**src/rtl/playout_buffer.sv**
```systemverilog
// Receive-side jitter buffer: stores whole 16-byte audio blocks in a ring and
// hands out one signed 8-bit sample per request tick. It primes before playback
// starts and plays silence on underrun.
module playout_buffer #(
  parameter int unsigned DEPTH_BLOCKS = 4,
  parameter int unsigned PRIME_BLOCKS = 2
) (
  input  logic                              clk_in,
  input  logic                              rst_in,
  input  logic                              block_valid_in,
  input  logic [15:0][7:0]                  block_in,
  input  logic                              request_in,
  output logic signed [7:0]                 sample_out,
  output logic                              sample_valid_out,
  output logic                              underrun_out,
  output logic                              overflow_out,
  output logic [$clog2(DEPTH_BLOCKS+1)-1:0] level_out,
  output logic                              playing_out
);

  localparam int unsigned CntW = $clog2(DEPTH_BLOCKS + 1);
  localparam int unsigned PtrW = $clog2(DEPTH_BLOCKS);

  typedef enum logic [0:0] {StPrime, StPlay} state_e;

  state_e state_q, state_d;

  logic [PtrW-1:0] wr_ptr_q, wr_ptr_d;
  logic [PtrW-1:0] rd_ptr_q, rd_ptr_d;
  logic [3:0]      byte_idx_q, byte_idx_d;
  logic [CntW-1:0] count_q, count_d;

  logic [7:0] sample_q, sample_d;
  logic       valid_q, valid_d;
  logic       underrun_q, underrun_d;
  logic       overflow_q, overflow_d;

  // Block storage; contents are deliberately left untouched by reset.
  logic [15:0][7:0] mem_q [DEPTH_BLOCKS];

  logic full;
  logic wr_accept;
  logic slot_free;

  // Next-state logic: write acceptance, sample serving and prime/play control.
  always_comb begin
    state_d    = state_q;
    wr_ptr_d   = wr_ptr_q;
    rd_ptr_d   = rd_ptr_q;
    byte_idx_d = byte_idx_q;
    sample_d   = sample_q;
    valid_d    = request_in;
    underrun_d = 1'b0;
    slot_free  = 1'b0;

    // Overflow is judged on the occupancy before any same-cycle slot free.
    full       = (count_q == CntW'(DEPTH_BLOCKS));
    wr_accept  = block_valid_in && !full;
    overflow_d = block_valid_in && full;

    if (wr_accept) begin
      wr_ptr_d = wr_ptr_q + PtrW'(1);
    end

    unique case (state_q)
      StPrime: begin
        if (request_in) begin
          sample_d = 8'h00;
        end
      end
      StPlay: begin
        if (request_in) begin
          if (count_q != '0) begin
            sample_d = mem_q[rd_ptr_q][byte_idx_q];
            if (byte_idx_q == 4'd15) begin
              byte_idx_d = 4'd0;
              rd_ptr_d   = rd_ptr_q + PtrW'(1);
              slot_free  = 1'b1;
            end else begin
              byte_idx_d = byte_idx_q + 4'd1;
            end
          end else begin
            sample_d   = 8'h00;
            underrun_d = 1'b1;
            byte_idx_d = 4'd0;
            state_d    = StPrime;
          end
        end
      end
    endcase

    count_d = count_q + CntW'(wr_accept) - CntW'(slot_free);

    // A request that coincides with the threshold crossing was already served as silence.
    if (state_q == StPrime && count_d >= CntW'(PRIME_BLOCKS)) begin
      state_d = StPlay;
    end
  end

  // Control and output registers with synchronous reset.
  always_ff @(posedge clk_in) begin
    if (rst_in) begin
      state_q    <= StPrime;
      wr_ptr_q   <= '0;
      rd_ptr_q   <= '0;
      byte_idx_q <= '0;
      count_q    <= '0;
      sample_q   <= '0;
      valid_q    <= 1'b0;
      underrun_q <= 1'b0;
      overflow_q <= 1'b0;
    end else begin
      state_q    <= state_d;
      wr_ptr_q   <= wr_ptr_d;
      rd_ptr_q   <= rd_ptr_d;
      byte_idx_q <= byte_idx_d;
      count_q    <= count_d;
      sample_q   <= sample_d;
      valid_q    <= valid_d;
      underrun_q <= underrun_d;
      overflow_q <= overflow_d;
    end
  end

  // Whole-block write into the slot at the write pointer.
  always_ff @(posedge clk_in) begin
    if (!rst_in && wr_accept) begin
      mem_q[wr_ptr_q] <= block_in;
    end
  end

  assign sample_out       = sample_q;
  assign sample_valid_out = valid_q;
  assign underrun_out     = underrun_q;
  assign overflow_out     = overflow_q;
  assign level_out        = count_q;
  assign playing_out      = (state_q == StPlay);

endmodule
```
**config.mk**
```make
export PLATFORM = sky130hd
export DESIGN_NAME = playout_buffer
export DESIGN_NICKNAME = d
export VERILOG_FILES = /design/src/rtl/playout_buffer.sv
export SDC_FILE = /design/constraint.sdc
export NUM_CORES = 1
export LEC_CHECK = 0
export ABC_AREA = 1
export CAP_MARGIN = 20
export CORE_MARGIN = 4
export CORE_UTILIZATION = 53
export CTS_BUF_LIST = sky130_fd_sc_hd__clkbuf_4 sky130_fd_sc_hd__clkbuf_8 sky130_fd_sc_hd__clkbuf_16
export DETAILED_ROUTE_END_ITERATION = 6
export HOLD_SLACK_MARGIN = 0.1
export PLACE_DENSITY = 0.81
export SLEW_MARGIN = 20
export SYNTH_ARGS = -nofsm -noshare
export SYNTH_HDL_FRONTEND = slang
export SYNTH_SLANG_ARGS = --single-unit
export TNS_END_PERCENT = 1
```
**constraint.sdc**
```tcl
create_clock -name clk_in -period 7.3 [get_ports clk_in]
set_input_delay 0.73 -clock clk_in [delete_from_list [all_inputs] [get_ports clk_in]]
set_output_delay 0.73 -clock clk_in [all_outputs]
set_load 0.01 [all_outputs]
```
Figure 1. Clock distribution.
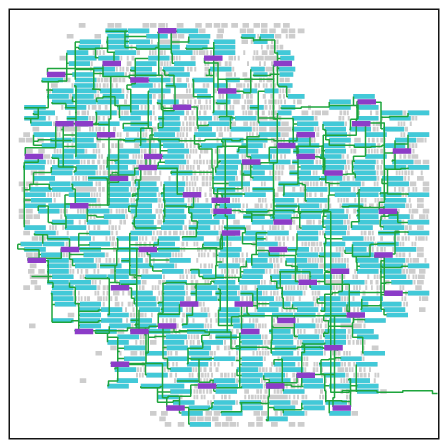
Key: purple = clock drivers [count 54]; cyan = flip-flops [count 537]; green = clock wires [length 5730 um]
Position of the flops: spread over the die. There are 55 routed clock nets.

Figure 2. Placement view.
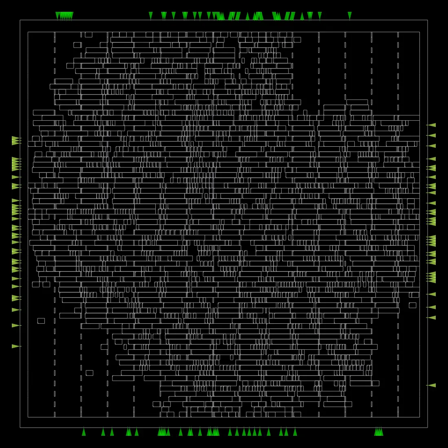
Cell Rows: 74
Fill cells: 2946

-- metal layers --
metal  global-route usage (%)  up-vias  share of wire (%)
li1                         -     6995                  -
met1                    31.29     7245                 38
met2                    39.12      716                 49
met3                    4.922      133                9.6
met4                    8.596        2                3.5
met5                        0        -              0.022
-- critical path: cells and delay by family, from the launching register on --
kind,cells,cell delay (ns)
buffers and inverters,2,1.81
and+or+nand+nor,8,0.79
DFF,1,0.93
AOI/OAI and AO/OA,1,0.17
-- state kept, by name, summed over array words and instances (netlist names), 2 cells and up, named ones only --
register	flops
byte_idx_q	4
level_out	3
mem_q	512
rd_ptr_q	2
sample_out	8
wr_ptr_q	2
-- worst paths after layout --
kind	start	to	slack, ns	cells past startpoint
min reg2reg	sample_out[6]	sample_out[6]	0.48	2
max reg2reg	flip-flop	sample_out[3]	3.40	11
min	sample_out[6]	sample_out[6]	0.48	2
max	flip-flop	sample_out[3]	3.40	11
-- cells in the final DEF, fill, tap and decap left out, types with 6 or more instances in the layout --
master / n
clkinv_2: 15
a21oi_1: 46
inv_1: 184
nand2_1: 712
clkinv_1: 14
edfxtp_1: 512
clkdlybuf4s50_1: 146
o21ai_0: 21
dfxtp_1: 23
ha_1: 7
o211ai_1: 24
clkbuf_4: 6
bufinv_16: 9
buf_4: 17
clkbuf_16: 55
nand3_1: 275
nor2_1: 93
-- power by group through the flow --
| stage | registers (W) | clock network (W) | logic (W) |
|---|---|---|---|
| after floorplan | 0.00367 | 0 | 0.000226 |
| after global placement | 0.00364 | 0 | 0.000461 |
| after detailed placement | 0.00365 | 0 | 0.000476 |
| after CTS | 0.00358 | 0.00288 | 0.000480 |
| after global routing | 0.00359 | 0.00300 | 0.000523 |
| final | 0.00358 | 0.00285 | 0.000480 |
-- cells by family (layout without fill, tap and decap cells) --
| group | count (synthesis) | after routing |
|---|---|---|
| AND/OR/NAND/NOR | 1088 | 1088 |
| buffers and inverters | 296 | 453 |
| AND-OR/OR-AND | 93 | 93 |
| flip-flops | 537 | 537 |
| other | 0 | 2 |
| adder cells (fa/ha/maj) | 8 | 8 |
| XOR/XNOR | 4 | 4 |
-- stage by stage --
step,total power [W],hold slack [ns],setup slack [ns],cell area [sq um],cells
2_1_floorplan,0.003898,0.4567,0.2342,22270,2026
3_3_place_gp,0.004101,0.4602,3.219,24010,2615
3_5_place_dp,0.004123,0.4689,3.214,24010,2615
4_1_cts,0.006940,0.4769,3.465,25850,2715
5_1_grt,0.007117,0.4956,3.184,25850,2715
6_report,0.006909,0.4789,3.404,25860,2717
-- layout make-up --
type                            count  area share (%)
Tap cell                          532           2.574
Multi-Input combinational cell   1193           19.87
Timing Repair Buffer              164           6.222
Sequential cell                   537           61.42
Clock buffer                       61           5.497
Clock inverter                     39           1.626
Antenna cell                        2         0.01935
Inverter                          189           2.768
==> qor.yml <==
drt:
  ant_nets: 0
  routed_wl_um: 54260
  drc_errors: 0
  num_vias: 15091
  wire_per_inst_um: 19.97
  vias_per_cell: 5.554
  drt_pass1_iterations: 6
  drtIter0Drc: 1830
global_route:
  grt_pass1_vias: 14919
  grt_max_degree: 142
  antenna_found_initial: 3
  grt_usage_pct: 23.63
  grt-ovfl-total: 0
  grt_pass1_wl_um: 82030
pwr:
  p_int_w: 0.005423
  power_frac_seq_pct: 51.9
  p_leak_nw: 9.902
  switching_share_pct: 21.51
  p_comb_share_pct: 7.0
  power_switching_w: 0.001486
  clkPwrFrac_pct: 41.2
  ir_drop_mv: 0.2084
  power_density_nw_per_um2: 267.2
clock_tree:
  cts_hold_buf: 0
  ctsRootBufferMaster: "clkbuf_16"
  post-cts-setup-buffer-count: 0
  cts_max_level: 2
  clock-sinks: 537
  cts_resized: 0
  cts_buffers: 54
  clockBufferDepth: 3
  clock.latency.late_pin_ns: 0.60
  cts_tree: "done"
  cts.clk_slew.worst_paths_ns: 0.06
worst_setup_path:
  critPathArrivalTime_ns: 4.41
  worstSetupStartpointType: "flip-flop"
  cpPeakStageDelay_ns: 1.11
  critPathRequiredTime_ns: 7.81
  path_max_fanout: 72
  crit_chain: "clkinv_2 > buf_4 > nand3_1 > nand3_1 > nand2_1 > nor2_1 > nand2_1 > nand3_1 > nand2_1 > nand2_1 > a21oi_1"
  critPathKind: "flip-flop to flip-flop"
  crit_slowest_cell: "clkinv_2"
  path_common_cell: "nand2_1"
  cp-end-kind: "flip-flop"
yosys:
  flop_cell: "edfxtp_1"
  top_area_share_pct: 69.03
  synthTopLogicFamily: "simple AND/OR/NAND/NOR gates"
  async_flop_share_pct: 0
  netlist_instances: 2026
  topCellsByArea: "edfxtp_1 69%, nand2_1 12%, nand3_1 6.2%"
  netlist_top_cells_count: "713 x nand2_1, 512 x edfxtp_1, 275 x nand3_1, 185 x inv_1, 97 x nor2_1"
  yosys_area_sq_um: 22270
  netlist_area_sq_um: 22270
  ys_cells: 2026
  ys_ff: 537
  synth-simple-area-share_pct: 19.90
  synth-seq-area-share_pct: 71.28
  top_cell: "nand2_1"
  edf_count: 512
  ys_sh_xor_pct: 0.1573
  adder_share_pct: 0.4831
  synth_cell_types: 24
  yosys.area.top_type: "edfxtp_1"
  mux_share_pct: 0
  syn_avg_cell_area_sq_um: 10.99
  ys_warn_count: 0
  synth-compound-area-share_pct: 2.382
  syn_nets: 2166
floorplanning:
  fp_util_pct: 54.06
  core_sq_um: 41200
  die_h_um: 213.0
  dieArea_sq_um: 45370
  top_level_ports: 147
  dieWidth_um: 213.0
timing:
  rsz0062_at_grt: "false"
  tns_ns: 0
  setup_viol: 0
  slew_headroom_pct: 24.17
  fin_worst_skew_ns: 0.01560
  final_max_slew_viol_count: 0
  min_period_ns: 3.896
  finalHoldViolCount: 0
  fmax_mhz: 256.7
  fin_crit_sh_pct: 53.37
  worstMarginPinSlew_ns: 1.137
final_layout:
  fin_util_pct: 62.76
  layout.nets: 2279
  comb_area_sq_um: 5139
  area_growth_pct: 16.10
  register_area_sq_um: 15880
  drive_gt1_share_pct: 5.314
min_path:
  min_path_type: "flip-flop to flip-flop"
flow_run:
  openroad.warnings: 38
  maxCapViolCount: 0
place:
  port_buffers: 146
  hpwl_um: 31850
  gp_congestion: 0.8464
status:
  outcome: "finished clean"
Power is estimated from default activity; no workload was simulated.
